Met2 routing:
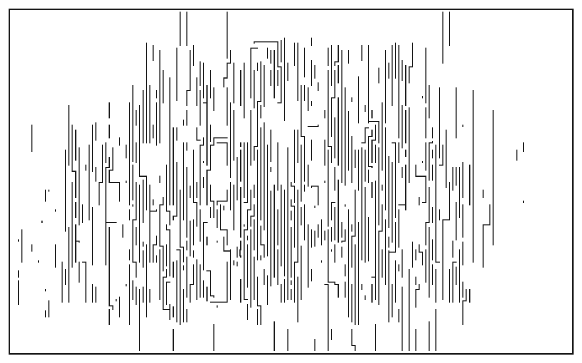
Metal 4:
Supply wires on this layer in grey. Cells faint in the background.
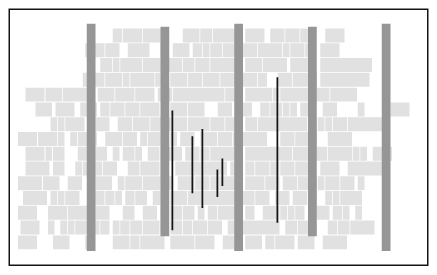
Met3 routing:
The bar under the picture is 20 um long. Cells faint in the background.
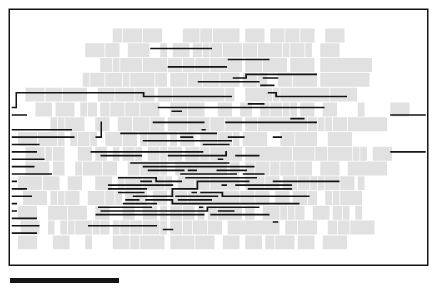
--- src/rtl/cpu_pkg.sv ---
// Shared opcode constants, FSM state and execute-class enumerations for the
// multi-cycle control unit.
package cpu_pkg;

  localparam logic [4:0] OP_LD     = 5'b00000;
  localparam logic [4:0] OP_LDI    = 5'b00001;
  localparam logic [4:0] OP_ST     = 5'b00010;
  localparam logic [4:0] OP_ALU_LO = 5'b00011;
  localparam logic [4:0] OP_ALU_HI = 5'b01011;
  localparam logic [4:0] OP_ADDI   = 5'b01100;
  localparam logic [4:0] OP_ANDI   = 5'b01101;
  localparam logic [4:0] OP_ORI    = 5'b01110;
  localparam logic [4:0] OP_MUL    = 5'b01111;
  localparam logic [4:0] OP_DIV    = 5'b10000;
  localparam logic [4:0] OP_NEG    = 5'b10001;
  localparam logic [4:0] OP_NOT    = 5'b10010;
  localparam logic [4:0] OP_BR     = 5'b10011;
  localparam logic [4:0] OP_JR     = 5'b10100;
  localparam logic [4:0] OP_IN     = 5'b10110;
  localparam logic [4:0] OP_OUT    = 5'b10111;
  localparam logic [4:0] OP_MFHI   = 5'b11000;
  localparam logic [4:0] OP_MFLO   = 5'b11001;
  localparam logic [4:0] OP_NOP    = 5'b11010;
  localparam logic [4:0] OP_HALT   = 5'b11011;

  typedef enum logic [3:0] {
    S_RESET, S_FETCH0, S_FETCH1, S_FETCH2,
    S_T3, S_T4, S_T5, S_T6, S_T7, S_HALT
  } state_e;

  typedef enum logic [3:0] {
    CL_NOP, CL_ALU, CL_IMM, CL_LDI, CL_MULDIV, CL_UNARY, CL_LD, CL_ST,
    CL_BR, CL_JR, CL_IN, CL_OUT, CL_MFHI, CL_MFLO, CL_HALT
  } op_class_e;

  // Field order matches the port concatenation in the top module.
  typedef struct packed {
    logic run, en_out, inport_out, con_in, c_out, ba_out, r_out, r_in;
    logic grc, grb, gra, lo_out, hi_out, lo_in, hi_in, zlow_out, zhigh_out;
    logic zlo_in, zhi_in, y_in, ir_in, ram_wr, read, mdr_out, mdr_in;
    logic mar_in, inc_pc, pc_in, pc_out;
  } ctl_t;

  // Last execute step of each class; that step hands back to fetch or halt.
  function automatic state_e last_step(op_class_e c);
    case (c)
      CL_ALU, CL_IMM, CL_LDI: return S_T5;
      CL_MULDIV, CL_BR:       return S_T6;
      CL_UNARY:               return S_T4;
      CL_LD, CL_ST:           return S_T7;
      default:                return S_T3;
    endcase
  endfunction

endpackage

--- src/rtl/op_class_decode.sv ---
// Maps a 5-bit opcode to its execute-sequence class; undefined opcodes act as nop.
module op_class_decode
  import cpu_pkg::*;
(
  input  logic [4:0] opcode,
  output op_class_e  op_class
);

  always_comb begin
    op_class = CL_NOP;
    if (opcode >= OP_ALU_LO && opcode <= OP_ALU_HI) op_class = CL_ALU;
    else begin
      case (opcode)
        OP_LD:                   op_class = CL_LD;
        OP_LDI:                  op_class = CL_LDI;
        OP_ST:                   op_class = CL_ST;
        OP_ADDI, OP_ANDI, OP_ORI: op_class = CL_IMM;
        OP_MUL, OP_DIV:          op_class = CL_MULDIV;
        OP_NEG, OP_NOT:          op_class = CL_UNARY;
        OP_BR:                   op_class = CL_BR;
        OP_JR:                   op_class = CL_JR;
        OP_IN:                   op_class = CL_IN;
        OP_OUT:                  op_class = CL_OUT;
        OP_MFHI:                 op_class = CL_MFHI;
        OP_MFLO:                 op_class = CL_MFLO;
        OP_HALT:                 op_class = CL_HALT;
        default:                 op_class = CL_NOP;
      endcase
    end
  end

endmodule

--- src/rtl/control_unit.sv ---
// Moore control FSM: three fetch states, up to five execute steps selected by the
// class latched when leaving FETCH2, and an absorbing HALT.
module control_unit
  import cpu_pkg::*;
(
  input  logic        clk,
  input  logic        clr,
  input  logic        stop,
  input  logic [31:0] IR,
  input  logic        CON_FF,
  output logic        PCout, PCin, IncPC,
  output logic        MARin, MDRin, MDRout, Read, RAM_wr_enable,
  output logic        IRin, Yin, ZHIin, ZLOin, ZHighout, ZLowout,
  output logic        HIin, LOin, HIout, LOout,
  output logic        GRA, GRB, GRC, R_in, R_out, Baout, Cout, CONin,
  output logic        InPortout, enable_outPort,
  output logic        Run
);

  state_e    state_q, state_d;
  op_class_e cls_q, cls_d, cls_dec;
  ctl_t      c;
  logic      unused_ir;

  assign unused_ir = ^IR[26:0];

  op_class_decode u_dec (.opcode(IR[31:27]), .op_class(cls_dec));

  always_comb begin
    state_d = state_q;
    cls_d   = cls_q;
    case (state_q)
      S_RESET:  state_d = S_FETCH0;
      S_FETCH0: state_d = S_FETCH1;
      S_FETCH1: state_d = S_FETCH2;
      S_FETCH2: begin
        // IR is sampled only here; later changes cannot redirect the sequence.
        cls_d = cls_dec;
        case (cls_dec)
          CL_HALT: state_d = S_HALT;
          CL_NOP:  state_d = stop ? S_HALT : S_FETCH0;
          default: state_d = S_T3;
        endcase
      end
      S_T3, S_T4, S_T5, S_T6, S_T7: begin
        if (state_q == last_step(cls_q)) state_d = stop ? S_HALT : S_FETCH0;
        else begin
          case (state_q)
            S_T3:    state_d = S_T4;
            S_T4:    state_d = S_T5;
            S_T5:    state_d = S_T6;
            default: state_d = S_T7;
          endcase
        end
      end
      S_HALT:  state_d = S_HALT;
      default: state_d = S_RESET;
    endcase
  end

  always_ff @(posedge clk or posedge clr) begin
    if (clr) begin
      state_q <= S_RESET;
      cls_q   <= CL_NOP;
    end else begin
      state_q <= state_d;
      cls_q   <= cls_d;
    end
  end

  always_comb begin
    c = '0;
    case (state_q)
      S_FETCH0: begin c.pc_out = 1'b1; c.mar_in = 1'b1; c.inc_pc = 1'b1; end
      S_FETCH1: begin c.read = 1'b1; c.mdr_in = 1'b1; end
      S_FETCH2: begin c.mdr_out = 1'b1; c.ir_in = 1'b1; end
      S_T3: begin
        case (cls_q)
          CL_ALU:    begin c.grb = 1'b1; c.r_out = 1'b1; c.y_in = 1'b1; end
          CL_IMM:    begin c.grb = 1'b1; c.ba_out = 1'b1; c.r_out = 1'b1; c.y_in = 1'b1; end
          CL_LDI, CL_LD, CL_ST: begin c.grb = 1'b1; c.ba_out = 1'b1; c.y_in = 1'b1; end
          CL_MULDIV: begin c.gra = 1'b1; c.r_out = 1'b1; c.y_in = 1'b1; end
          CL_UNARY:  begin c.grb = 1'b1; c.r_out = 1'b1; c.zlo_in = 1'b1; end
          CL_BR:     begin c.gra = 1'b1; c.r_out = 1'b1; c.con_in = 1'b1; end
          CL_JR:     begin c.gra = 1'b1; c.r_out = 1'b1; c.pc_in = 1'b1; end
          CL_IN:     begin c.inport_out = 1'b1; c.gra = 1'b1; c.r_in = 1'b1; end
          CL_OUT:    begin c.gra = 1'b1; c.r_out = 1'b1; c.en_out = 1'b1; end
          CL_MFHI:   begin c.hi_out = 1'b1; c.gra = 1'b1; c.r_in = 1'b1; end
          CL_MFLO:   begin c.lo_out = 1'b1; c.gra = 1'b1; c.r_in = 1'b1; end
          default: ;
        endcase
      end
      S_T4: begin
        case (cls_q)
          CL_ALU:    begin c.grc = 1'b1; c.r_out = 1'b1; c.zlo_in = 1'b1; end
          CL_IMM, CL_LDI, CL_LD, CL_ST: begin c.c_out = 1'b1; c.zlo_in = 1'b1; end
          CL_MULDIV: begin c.grb = 1'b1; c.r_out = 1'b1; c.zhi_in = 1'b1; c.zlo_in = 1'b1; end
          CL_UNARY:  begin c.zlow_out = 1'b1; c.gra = 1'b1; c.r_in = 1'b1; end
          CL_BR:     begin c.pc_out = 1'b1; c.y_in = 1'b1; end
          default: ;
        endcase
      end
      S_T5: begin
        case (cls_q)
          CL_ALU, CL_IMM, CL_LDI: begin c.zlow_out = 1'b1; c.gra = 1'b1; c.r_in = 1'b1; end
          CL_MULDIV:    begin c.zlow_out = 1'b1; c.lo_in = 1'b1; end
          CL_LD, CL_ST: begin c.zlow_out = 1'b1; c.mar_in = 1'b1; end
          CL_BR:        begin c.c_out = 1'b1; c.zlo_in = 1'b1; end
          default: ;
        endcase
      end
      S_T6: begin
        case (cls_q)
          CL_MULDIV: begin c.zhigh_out = 1'b1; c.hi_in = 1'b1; end
          CL_LD:     begin c.read = 1'b1; c.mdr_in = 1'b1; end
          CL_ST:     begin c.gra = 1'b1; c.r_out = 1'b1; c.mdr_in = 1'b1; end
          CL_BR:     begin c.zlow_out = CON_FF; c.pc_in = CON_FF; end
          default: ;
        endcase
      end
      S_T7: begin
        case (cls_q)
          CL_LD:   begin c.mdr_out = 1'b1; c.gra = 1'b1; c.r_in = 1'b1; end
          CL_ST:   c.ram_wr = 1'b1;
          default: ;
        endcase
      end
      default: ;
    endcase
    c.run = (state_q != S_RESET) && (state_q != S_HALT);
  end

  assign {Run, enable_outPort, InPortout, CONin, Cout, Baout, R_out, R_in,
          GRC, GRB, GRA, LOout, HIout, LOin, HIin, ZLowout, ZHighout,
          ZLOin, ZHIin, Yin, IRin, RAM_wr_enable, Read, MDRout, MDRin,
          MARin, IncPC, PCin, PCout} = c;

endmodule
--- config.mk ---
export PLATFORM = sky130hd
export DESIGN_NAME = control_unit
export DESIGN_NICKNAME = d
export VERILOG_FILES = /design/src/rtl/cpu_pkg.sv /design/src/rtl/op_class_decode.sv /design/src/rtl/control_unit.sv
export SDC_FILE = /design/constraint.sdc
export NUM_CORES = 1
export LEC_CHECK = 0
export CAP_MARGIN = 20
export CORE_ASPECT_RATIO = 0.6
export CORE_UTILIZATION = 42
export DETAILED_ROUTE_END_ITERATION = 16
export PLACE_DENSITY = 0.85
export SLEW_MARGIN = 5
export SYNTH_ARGS = -nofsm -noshare
export SYNTH_HDL_FRONTEND = slang
export SYNTH_SLANG_ARGS = --single-unit
--- constraint.sdc ---
create_clock -name clk -period 2.8 [get_ports clk]
set_input_delay 0.84 -clock clk [delete_from_list [all_inputs] [get_ports clk]]
set_output_delay 0.84 -clock clk [all_outputs]
set_load 0.01 [all_outputs]
==> flow_summary.toml <==
# generated from flow reports
[synth]
postSynthAreaPerCell_sq_um = 7.22
post-synth-top-count-cell = "sky130_fd_sc_hd__nor2_1"
netlist_top_cells_count = "29 x sky130_fd_sc_hd__nor2_1, 21 x sky130_fd_sc_hd__nand2_1, 11 x sky130_fd_sc_hd__o21ai_0"
ys_dominant_reg_cell = "sky130_fd_sc_hd__dfrtp_1"
synth_area_leader = "sky130_fd_sc_hd__dfrtp_1"
yosys-dominant-comb-family = "simple AND/OR/NAND/NOR gates"
syn_area_sq_um = 1410
ys.warnings.count = 0
enable_flop_cells = 0
ys_seq_elements = 8
ys_cells = 195

[worst_setup_path]
crit_buf_inv = 1
critical_path_type = "flop to primary output"
beginning_of_the_worst_register_to_register_path = "cls_q[1]"
launch_point_of_the_worst_path = "state_q[2]"

[global_routing]
grt_pass1_vias = 1524
grt_usage = 0.263

[timing]
timing.fmax_mhz = 357
clock_skew_ps = 9.61
report.final.slew_viol_count = 0
final_ws_setup_ps = -3.17
timing_worst_slew_pin_value_ps = 509
finalSetupViolations = 2

[cts]
post-cts-setup-buffer-count = 0
clock.latency.late_pin_ps = 240
cts_resized = 19

[floorplan]
floorplan.initialDensity = 0.466
num_io_pins = 65
die-width_um = 76.8
floorplan.rows = 15

[placed_design]
dpl_worst_slack_ps = -242
numPortBuffers = 37
dpl.cell_count = 291

[finish]
leading_cell_types_in_the_layout_fill_and_taps_excluded = "39 x sky130_fd_sc_hd__buf_4, 25 x sky130_fd_sc_hd__nor2_1, 19 x sky130_fd_sc_hd__nand2_1, 19 x sky130_fd_sc_hd__clkdlybuf4s50_1, 11 x sky130_fd_sc_hd__o21ai_0"
antenna_cells_inserted = 0

[drt]
maxUsedRoutingLayer = "met4"
post_drt_via_cell_ratio = 6.10
drc_violations_left = 0
met3WireLength_um = 687

[power]
power_per_cell_area_nw_per_um2 = 868
max-vdd-ir-drop_mv = 0.574

[hold_path]
min-delay-start = "cls_q[2]"

[outcome]
outcome = "finished, violations left"
failed_checks = "setup timing"
## Picture notes: 'met2 routing'
241 nets have wire on it. The layer carries 2,190 um of wire.
routed wire length: 5.28 mm
GR Layer Usage met2: 0.395
via count: 1,831

## Picture notes: 'metal 4'
6 nets have wire on it. The layer holds 1.6% of the routed length. The layer carries 82.3 um of wire. The wires run mostly vertical.

## Picture notes: 'met3 routing'
The layer holds 13% of the routed length. 65 nets have wire on it.
fraction of met3 tracks used by global routing: 0.0932

[final timing paths]
path                                    to  cells after the start
worst max register to register  state_q[3]                      8
min in group asynchronous       state_q[3]                      2
worst min register to register    cls_q[2]                      2
max in group asynchronous         cls_q[0]                      2
worst min-delay path              cls_q[2]                      2
worst max-delay path                  R_in                      6
[metal layers]
metal | global-route usage | up-vias
li1 | - | 840
met1 | 0.376 | 841
met2 | 0.395 | 136
met3 | 0.0932 | 14
met4 | 0.0192 | 0
met5 | 0 | -
[state kept, by name, indices dropped and copies added (netlist names)]
register  flops
cls_q         4
state_q       4
[logic make-up (layout without fill, tap and decap cells)]
family          count (synthesis)  count (layout)
compound gates                 45              45
xor+xnor                        3               3
fa+ha+maj                       6               6
buf+inv                        27              90
flops                           8               8
mux                             7               7
simple gates                   99              99
[power breakdown]
group / total, W / internal (W) / switching (W)
Clock: 0.000146 / 0.0000937 / 0.0000518
Sequential: 0.000273 / 0.000169 / 0.000104
Combinational: 0.00146 / 0.000677 / 0.000785
Total: 0.00188 / 0.000940 / 0.000941
[area by class of cell]
cell class,count,area [sq um],share of cell area
Inverter,9,33.8,0.0156
Timing Repair Buffer,78,696,0.321
Multi-Input combinational cell,160,1140,0.525
Tap cell,42,52.6,0.0243
Sequential cell,8,206,0.0953
Clock buffer,3,41.3,0.0191
[stage by stage]
step | area [sq um] | utilization | total power (W) | setup TNS [ps] | hold WS (ps)
after floorplan | 1410 | - | 0.00100 | 0 | 575
after global placement | 2000 | 0.663 | 0.00153 | -582 | 543
after detailed placement | 2000 | 0.663 | 0.00155 | -819 | 567
after CTS | 2060 | 0.682 | 0.00171 | 0 | 573
after global routing | 2170 | 0.717 | 0.00199 | -248 | 610
final | 2170 | 0.717 | 0.00188 | -5.92 | 569
Power and IR drop assume default switching activity.
